File: config.mk
export PLATFORM = sky130hd
export DESIGN_NAME = bcd_scan_display_flat
export DESIGN_NICKNAME = d
export VERILOG_FILES = /design/src/rtl/bcd_scan_display_if.sv /design/src/rtl/bcd_scan_display.sv /design/src/flat_wrapper.sv
export SDC_FILE = /design/constraint.sdc
export NUM_CORES = 1
export LEC_CHECK = 0
export ABC_AREA = 1
export CAP_MARGIN = 20
export CORE_MARGIN = 2
export CORE_UTILIZATION = 45
export DETAILED_ROUTE_END_ITERATION = 8
export HOLD_SLACK_MARGIN = 0.1
export PLACE_DENSITY_LB_ADDON = 0.12
export SETUP_SLACK_MARGIN = 0.3
export SKIP_CTS_REPAIR_TIMING = 1
export SYNTH_ARGS = -nofsm -noshare
export SYNTH_HDL_FRONTEND = slang
export SYNTH_SLANG_ARGS = --single-unit
File: constraint.sdc
create_clock -name Clock -period 2.85 [get_ports Clock]
set_clock_uncertainty 0.15 [all_clocks]
set_input_delay 0.285 -clock Clock [delete_from_list [all_inputs] [get_ports Clock]]
set_output_delay 0.285 -clock Clock [all_outputs]
set_load 0.01 [all_outputs]
File: src/rtl/bcd_scan_display_if.sv
// -----------------------------------------------------------------------------
// bcd_scan_display_if
//
// Bundles the control inputs and display/count outputs of bcd_scan_display.
// Clock and reset stay plain ports on the module.
//
// Signals:
//   enable  1        1 = counter advances on count ticks, 0 = frozen
//   up      1        1 = count up, 0 = count down
//   clear   1        synchronous clear of counter and count prescaler
//   seg     7        active-low segments, bit6 = a ... bit0 = g
//   Anode   8        active-low one-hot digit select, bit k = digit k
//   wrap    1        one-cycle pulse when the counter wraps
//   value   4*DIGITS current BCD count, digit k in bits [4k+3:4k]
//
// Modports:
//   master  drives enable/up/clear, observes the outputs
//   slave   the counter/display block itself
// -----------------------------------------------------------------------------
interface bcd_scan_display_if #(
  parameter int DIGITS = 4
);
  logic                  enable;
  logic                  up;
  logic                  clear;
  logic [6:0]            seg;
  logic [7:0]            Anode;
  logic                  wrap;
  logic [4*DIGITS-1:0]   value;

  modport master (
    output enable, up, clear,
    input  seg, Anode, wrap, value
  );

  modport slave (
    input  enable, up, clear,
    output seg, Anode, wrap, value
  );
endinterface

File: src/rtl/bcd_scan_display.sv
// -----------------------------------------------------------------------------
// bcd_scan_display
//
// N-digit BCD up/down event counter driving a time-multiplexed, common-anode
// seven-segment display. The count is held natively in BCD, so no
// binary-to-BCD conversion is needed on the display path.
//
// Parameters:
//   CLK_HZ      input clock frequency in Hz
//   COUNT_HZ    count-tick rate; COUNT_DIV = CLK_HZ/COUNT_HZ (>= 2)
//   REFRESH_HZ  full-display refresh rate; SCAN_DIV = CLK_HZ/(REFRESH_HZ*DIGITS)
//               (>= 1)
//   DIGITS      number of displayed digits, 1..8
//
// Ports:
//   Clock   system clock, rising edge
//   reset   asynchronous, active-high
//   bus     bcd_scan_display_if.slave (enable, up, clear, seg, Anode, wrap,
//           value)
//
// Optional feature:
//   Define BCD_SCAN_LZ_BLANK_EN to blank leading zeros: a digit k > 0 shows
//   all segments off when it and every more-significant digit are 0. Digit 0
//   is never blanked. Anode scanning is the same either way.
// -----------------------------------------------------------------------------
module bcd_scan_display #(
  parameter int CLK_HZ     = 100000000,
  parameter int COUNT_HZ   = 1,
  parameter int REFRESH_HZ = 1000,
  parameter int DIGITS     = 4
) (
  input logic              Clock,
  input logic              reset,
  bcd_scan_display_if.slave bus
);

  // ---------------------------------------------------------------------------
  // Derived constants
  // ---------------------------------------------------------------------------
  localparam int COUNT_DIV = CLK_HZ / COUNT_HZ;
  localparam int SCAN_DIV  = CLK_HZ / (REFRESH_HZ * DIGITS);
  localparam int CW        = (COUNT_DIV > 1) ? $clog2(COUNT_DIV) : 1;
  localparam int SW        = (SCAN_DIV  > 1) ? $clog2(SCAN_DIV)  : 1;
  localparam int IW        = (DIGITS    > 1) ? $clog2(DIGITS)    : 1;

  localparam logic [CW-1:0] COUNT_LAST = CW'(COUNT_DIV - 1);
  localparam logic [SW-1:0] SCAN_LAST  = SW'(SCAN_DIV - 1);
  localparam logic [IW-1:0] IDX_LAST   = IW'(DIGITS - 1);

  localparam logic [6:0] SEG_OFF = 7'b1111111;

  // Elaboration-time parameter sanity checks.
  if (DIGITS < 1 || DIGITS > 8) begin : g_bad_digits
    $error("bcd_scan_display: DIGITS must be 1..8");
  end
  if (COUNT_DIV < 2) begin : g_bad_count_div
    $error("bcd_scan_display: CLK_HZ/COUNT_HZ must be >= 2");
  end
  if (SCAN_DIV < 1) begin : g_bad_scan_div
    $error("bcd_scan_display: CLK_HZ/(REFRESH_HZ*DIGITS) must be >= 1");
  end

  // ---------------------------------------------------------------------------
  // Segment decode, active-low, bit6 = a ... bit0 = g
  // ---------------------------------------------------------------------------
  function automatic logic [6:0] seg_decode(input logic [3:0] d);
    case (d)
      4'd0:    seg_decode = 7'b0000001;
      4'd1:    seg_decode = 7'b1001111;
      4'd2:    seg_decode = 7'b0010010;
      4'd3:    seg_decode = 7'b0000110;
      4'd4:    seg_decode = 7'b1001100;
      4'd5:    seg_decode = 7'b0100100;
      4'd6:    seg_decode = 7'b0100000;
      4'd7:    seg_decode = 7'b0001111;
      4'd8:    seg_decode = 7'b0000000;
      4'd9:    seg_decode = 7'b0000100;
      default: seg_decode = SEG_OFF;
    endcase
  endfunction

  // ---------------------------------------------------------------------------
  // State
  // ---------------------------------------------------------------------------
  logic [CW-1:0]            count_pre;
  logic [SW-1:0]            scan_pre;
  logic [IW-1:0]            scan_idx;
  logic [DIGITS-1:0][3:0]   digits_q;
  logic                     wrap_q;
  logic [6:0]               seg_q;
  logic [7:0]               anode_q;

  // Count tick: prescaler terminal cycle. The prescaler only moves while
  // enable is high, so a tick is only ever acted on with enable = 1.
  logic tick;
  assign tick = (count_pre == COUNT_LAST);

  // ---------------------------------------------------------------------------
  // Next BCD count: ripple a carry (up) or borrow (down) from digit 0.
  // A carry/borrow left over past the top digit means the count wrapped.
  // ---------------------------------------------------------------------------
  logic [DIGITS-1:0][3:0] digits_nxt;
  logic                   carry;

  always_comb begin
    // NOTE: every variable written here gets a default first; without it a
    // path that skips the assignment would make synthesis infer a latch.
    digits_nxt = digits_q;
    carry      = 1'b1;
    for (int k = 0; k < DIGITS; k++) begin
      if (carry) begin
        if (bus.up) begin
          // >= 9 rather than == 9 so an illegal code can never survive.
          if (digits_q[k] >= 4'd9) begin
            digits_nxt[k] = 4'd0;
          end else begin
            digits_nxt[k] = digits_q[k] + 4'd1;
            carry         = 1'b0;
          end
        end else begin
          if (digits_q[k] == 4'd0) begin
            digits_nxt[k] = 4'd9;
          end else begin
            digits_nxt[k] = digits_q[k] - 4'd1;
            carry         = 1'b0;
          end
        end
      end
    end
  end

  // ---------------------------------------------------------------------------
  // Count prescaler, BCD counter and wrap pulse
  // ---------------------------------------------------------------------------
  always_ff @(posedge Clock or posedge reset) begin
    if (reset) begin
      count_pre <= '0;
      // NOTE: the digit register bank is reset explicitly because its reset
      // value (all zeros) is visible on value and on the display.
      digits_q  <= '0;
      wrap_q    <= 1'b0;
    end else begin
      // NOTE: sequential state uses non-blocking assignments so every flop
      // samples pre-edge values regardless of statement order.
      wrap_q <= 1'b0;
      if (bus.clear) begin
        // clear wins over a coincident tick.
        count_pre <= '0;
        digits_q  <= '0;
      end else if (bus.enable) begin
        if (tick) begin
          count_pre <= '0;
          digits_q  <= digits_nxt;
          wrap_q    <= carry;
        end else begin
          count_pre <= count_pre + CW'(1);
        end
      end
    end
  end

  // ---------------------------------------------------------------------------
  // Scan prescaler and digit index: free-running, ignores enable and clear.
  // ---------------------------------------------------------------------------
  always_ff @(posedge Clock or posedge reset) begin
    if (reset) begin
      scan_pre <= '0;
      scan_idx <= '0;
    end else if (scan_pre == SCAN_LAST) begin
      scan_pre <= '0;
      scan_idx <= (scan_idx == IDX_LAST) ? '0 : scan_idx + IW'(1);
    end else begin
      scan_pre <= scan_pre + SW'(1);
    end
  end

  // ---------------------------------------------------------------------------
  // Leading-zero blank mask
  // ---------------------------------------------------------------------------
  logic [DIGITS-1:0] blank;

`ifdef BCD_SCAN_LZ_BLANK_EN
  logic lz_run;

  always_comb begin
    blank  = '0;
    lz_run = 1'b1;
    // Walk from the most-significant digit down; digit 0 is never blanked.
    for (int k = DIGITS - 1; k >= 1; k--) begin
      lz_run   = lz_run & (digits_q[k] == 4'd0);
      blank[k] = lz_run;
    end
  end
`else
  assign blank = '0;
`endif

  // ---------------------------------------------------------------------------
  // Scanned digit select. A compare loop rather than a variable index keeps
  // the select legal for every DIGITS, including 1 and non-powers of two.
  // ---------------------------------------------------------------------------
  logic [3:0] digit_sel;
  logic       blank_sel;

  always_comb begin
    digit_sel = 4'd0;
    blank_sel = 1'b0;
    for (int k = 0; k < DIGITS; k++) begin
      if (scan_idx == IW'(k)) begin
        digit_sel = digits_q[k];
        blank_sel = blank[k];
      end
    end
  end

  // ---------------------------------------------------------------------------
  // Output stage: seg and Anode are registered together so the segment data
  // always belongs to the digit whose anode is active.
  // ---------------------------------------------------------------------------
  always_ff @(posedge Clock or posedge reset) begin
    if (reset) begin
      seg_q   <= SEG_OFF;
      anode_q <= 8'hFF;
    end else begin
      anode_q <= ~(8'd1 << scan_idx);
      seg_q   <= blank_sel ? SEG_OFF : seg_decode(digit_sel);
    end
  end

  assign bus.seg   = seg_q;
  assign bus.Anode = anode_q;
  assign bus.wrap  = wrap_q;
  assign bus.value = digits_q;

endmodule

File: src/flat_wrapper.sv
// flat-port wrapper written by rule: the top's interface ports become plain ports
module bcd_scan_display_flat 
#(
  parameter int CLK_HZ     = 100000000,
  parameter int COUNT_HZ   = 1,
  parameter int REFRESH_HZ = 1000,
  parameter int DIGITS     = 4
)
  (Clock, reset, bus_enable, bus_up, bus_clear, bus_seg, bus_Anode, bus_wrap, bus_value);
  bcd_scan_display_if #(.DIGITS(DIGITS)) bus_i ();
  input logic Clock;
  input logic reset;
  input wire logic [$bits(bus_i.enable)-1:0] bus_enable;
  input wire logic [$bits(bus_i.up)-1:0] bus_up;
  input wire logic [$bits(bus_i.clear)-1:0] bus_clear;
  output wire logic [$bits(bus_i.seg)-1:0] bus_seg;
  output wire logic [$bits(bus_i.Anode)-1:0] bus_Anode;
  output wire logic [$bits(bus_i.wrap)-1:0] bus_wrap;
  output wire logic [$bits(bus_i.value)-1:0] bus_value;
  assign bus_i.enable = bus_enable;
  assign bus_i.up = bus_up;
  assign bus_i.clear = bus_clear;
  assign bus_seg = bus_i.seg;
  assign bus_Anode = bus_i.Anode;
  assign bus_wrap = bus_i.wrap;
  assign bus_value = bus_i.value;
  bcd_scan_display #(.CLK_HZ(CLK_HZ), .COUNT_HZ(COUNT_HZ), .REFRESH_HZ(REFRESH_HZ), .DIGITS(DIGITS)) u_core (.Clock(Clock), .reset(reset), .bus(bus_i));
endmodule
Fig. 1: run 1, wire density map
Bar = 20 um. 21 x 21 tiles, from dark blue (low) to red (high), scaled to the fullest tile. Values are wire area over tile area, all layers added.
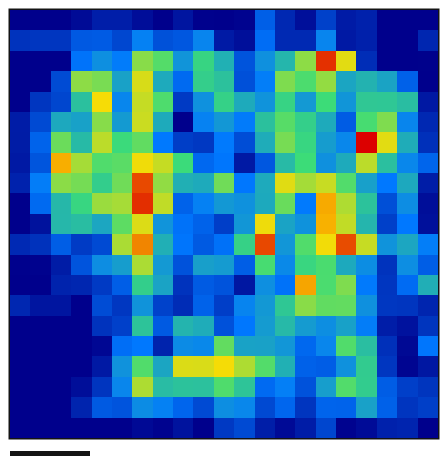
mean over tiles = 0.15
fullest tile = 0.52
nearly empty tiles = 14%
emptiest ninth of the die = south-west
tiles over half the peak = 19%
densest ninth of the die = east
WL/cell: 12.87 um
Via Count: 4183
WL final: 10610 um
total global-route track usage: 20.16%

Fig. 2: run 1, register map, names as in the netlist
Bar = 20 um.
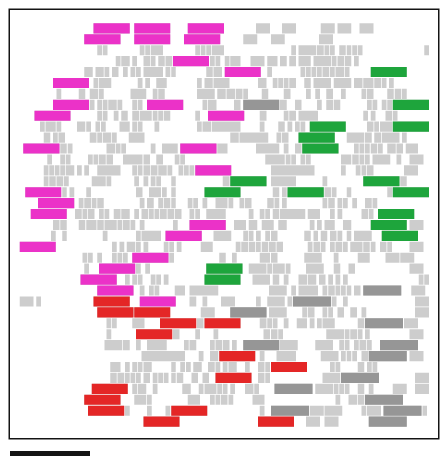
red -> u_core.scan_pre  # flops 15
magenta -> u_core.count_pre  # flops 27
green -> u_core.bus.value  # flops 16
not coloured = 14
FF/Latch Area: 0.001815 mm^2
Seq group: 1.31 mW
Final Core Density: 52.78%
Seq/total area: 33.47%

Fig. 3: run 1, routing congestion
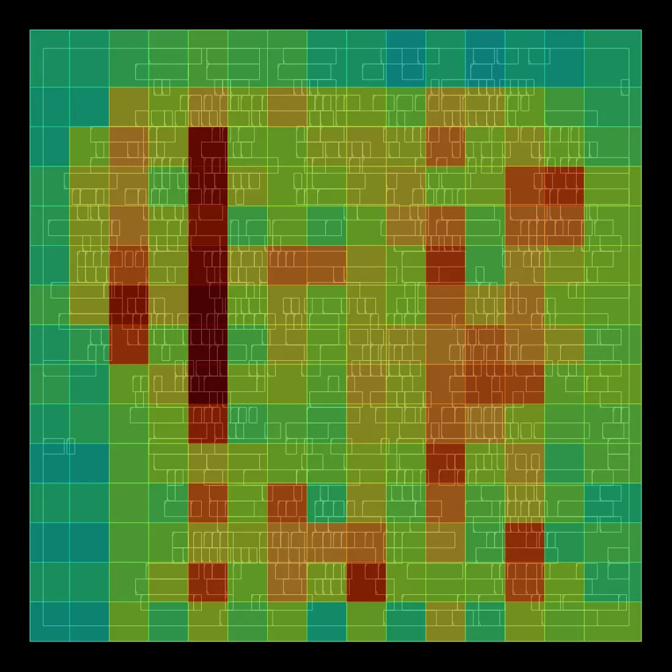
GR peak layer: met2
M3 GR Usage: 2.736%
M2 GR Usage: 34.44%

==> run 1: worst max-delay path, cell delays in order (launching register included) <==
cell and delay [ns]:
dfrtp_1 0.37, inv_1 0.08, ha_1 0.21, inv_2 0.09
nand2_1 0.10, o21ai_0 0.16, nand2_1 0.08, a21oi_2 0.27
inv_1 0.14, ha_1 0.21, or2_2 0.30, nand3_1 0.07
nand2_1 0.06
==> run 1: synthesized netlist by cell type (3+ instances only) <==
library cell,n
nand2_1,165
inv_1,84
nor2_1,70
nand3_1,64
dfrtp_1,61
ha_1,25
o21ai_0,23
a21oi_1,21
nor3_1,18
nand4_1,17
xor2_1,16
dfstp_2,11
o21ai_1,8
clkbuf_1,6
buf_4,5
nor2_2,5
o22ai_1,4
buf_2,3
inv_2,3
nor4_1,3
o211ai_1,3
xnor2_1,3
==> flow_summary.yaml, run 1 <==
# synthesis and place-and-route metrics
floorplan:
  taps: 136
  io_pins: 37
  core_util_floorplan_pct: 46.07
  die_h_um: 106.6
  core_area_mm2: 0.01028
  row_count: 37
synthesis:
  ys.flop_type: "dfrtp_1"
  synth-seq-cells: 72
  ys_chip_area_mm2: 0.004735
  postSynth.asyncResetShare_pct: 100.0
  ys_sh_simple_pct: 34.96
  ys_sh_aoi_pct: 7.690
  synth_cell_types: 41
  yosysTopAreaCellShare_pct: 32.24
  syn_area_mm2: 0.004735
  edf_count: 0
  netlist_logic_family_top: "simple AND/OR/NAND/NOR gates"
  yosys.area_share.adder_pct: 6.607
final_timing:
  totalNegativeSetupSlack_ns: 0
  whs_ns: 0.08128
  finalClockPeriodUsage_pct: 82.78
  timing.fmax_ghz: 0.4239
  rsz0062_at_grt: "no"
  setup_viol: 0
  finalHoldViolCount: 0
  fin_ws_ns: 0.4907
finish:
  nets: 713
  multiInputCombCellCount: 474
  design.seq.count: 72
  nFillCells: 1010
  comb_area_share_pct: 46.41
  dominant_cells: "combinational gates"
  final-comb-area_mm2: 0.002517
  nNonClkBuffers: 38
  top_register: "u_core.count_pre"
  n_clock_buffer: 10
pwr:
  finalPower_mw: 3.225
  power_density_mw_per_mm2: 594.6
  netSwitchingFraction_pct: 35.42
  p_leak_nw: 2.596
  powerClk_mw: 0.897
  ir_worst_vdd_mv: 0.2632
  internal-power_mw: 2.083
setup_path:
  cp-startpoint: "u_core.scan_idx[1]"
  cp-endpoint: "u_core.bus.seg[6]"
  critPathKind: "reg2reg"
  start_kind: "register"
  reg2reg_depth: 12
  r2r-start: "u_core.scan_idx[1]"
  reg2reg_slack_ns: 0.49
outcome:
  status: "finished clean"
global_route:
  antenna_found_initial: 0
  met1_usage_pct: 25.50
routing:
  dr.max_layer_used: "met4"
  drc: 0
  first_iter_violations: 237
  met2_length_um: 5228
  wl_met3_um: 417
placement:
  post-place-cells: 808
  pre_cts_slack_ns: 0.3671
  hpwl_um: 7978
worst_hold_path:
  hold_class: "in2async"
clocking:
  clockRootBuffer: "clkbuf_8"
--- run 2 (diff from run 1) ---
Clock period 2.85 ns to 2.11 ns, I/O delays scaled along.
Fig. 4: run 2, wiring by layer
Bar = 20 um.
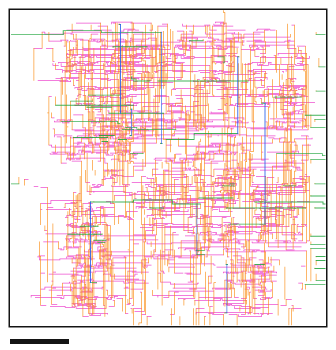
magenta -> met1  # wire length 5430 um
blue -> met4  # wire length 203 um
green -> met3  # wire length 543 um
orange -> met2  # wire length 5880 um
Via Count: 4416
WL final: 12050 um
WL/cell: 13.83 um
total global-route track usage: 21.19%

==> flow_summary.yaml, run 2 <==
# synthesis and place-and-route metrics
global_route:
  antenna_found_initial: 0
final_timing:
  fin_ws_ns: 0.1651
  whs_ns: 0.3754
  totalNegativeSetupSlack_ns: 0
  finalHoldViolCount: 0
finish:
  nFillCells: 885
  final-comb-area_mm2: 0.003059
  nNonClkBuffers: 82
  top_register: "u_core.count_pre"
  dominant_cells: "combinational gates"
  design.seq.count: 72
  seq_area_mm2: 0.001832
setup_path:
  reg2reg_slack_ns: 0.17
  cp_cell_sequence: "ha_4 > inv_4 > nand2_4 > o21ai_1 > nand2_1 > a21oi_2 > inv_2 > ha_4 > or2_4 > nand3_2 > nand2_1"
  reg2reg_depth: 11
  start_kind: "register"
  r2r-start: "u_core.scan_idx[0]"
  critPathTopFamily: "simple AND/OR/NAND/NOR gates"
  path_depth: 11
  cp-startpoint: "u_core.scan_idx[0]"
  critical_path_buf_inv_count: 2
  critical_path.max_stage_delay_ns: 0.45
floorplan:
  io_pins: 37
  core_area_mm2: 0.01028
  taps: 136
  row_count: 37
  die_h_um: 106.6
synthesis:
  postSynth.asyncResetShare_pct: 100.0
  ys.flop_type: "dfrtp_1"
  synth_cell_types: 41
  yosysTopAreaCellShare_pct: 32.24
  synth-seq-cells: 72
  ys_chip_area_mm2: 0.004735
outcome:
  status: "finished clean"
placement:
  pre_cts_slack_ns: 0.07757
  post-place-cells: 825
pwr:
  power_density_mw_per_mm2: 742.2
routing:
  drc: 0
Fig. 5: run 2, routing congestion
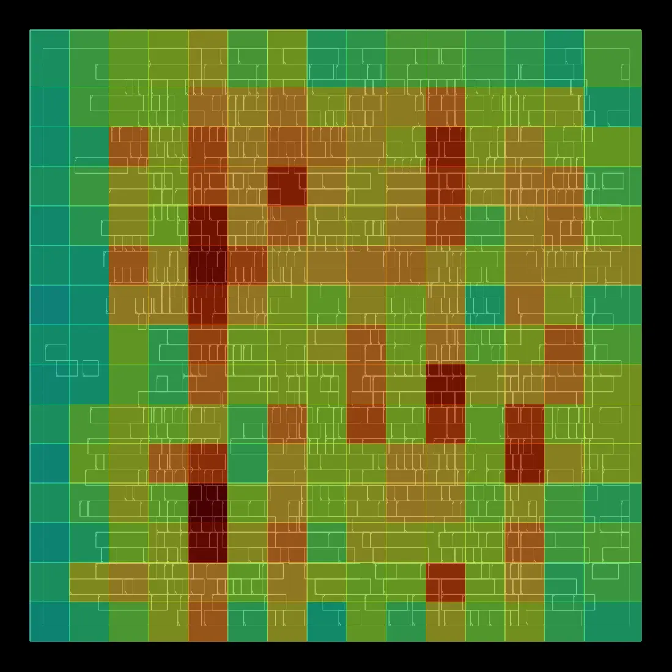
Final Core Density: 62.53%
M2 GR Usage: 33.53%
met1 Use GR: 28.63%
M3 GR Usage: 3.161%

[run 2: kinds of logic after synthesis]
logic type / after synthesis / synth area share [%]
AND-OR/OR-AND: 65 / 7.691
XOR/XNOR: 19 / 3.515
adder cells (fa/ha/maj): 25 / 6.607
buffers and inverters: 103 / 8.800
flip-flops: 72 / 38.35
other: 1 / 0.07921
AND/OR/NAND/NOR: 361 / 34.96
[run 2: report_power, final]
group | total [mW] | internal (mW) | leakage (nW) | switching, mW
logic | 1.90 | 0.861 | 1.99 | 1.04
registers | 1.69 | 1.56 | 0.919 | 0.135
clock network | 1.17 | 0.606 | 0.101 | 0.565
[run 2: layer usage]
metal  up-vias  GRT usage [%]
met4         0          10.02
met1      2048          28.63
met2       105          33.53
li1       2247              -
met3        16          3.161
met5         -              0
Power is estimated from default activity; no workload was simulated.
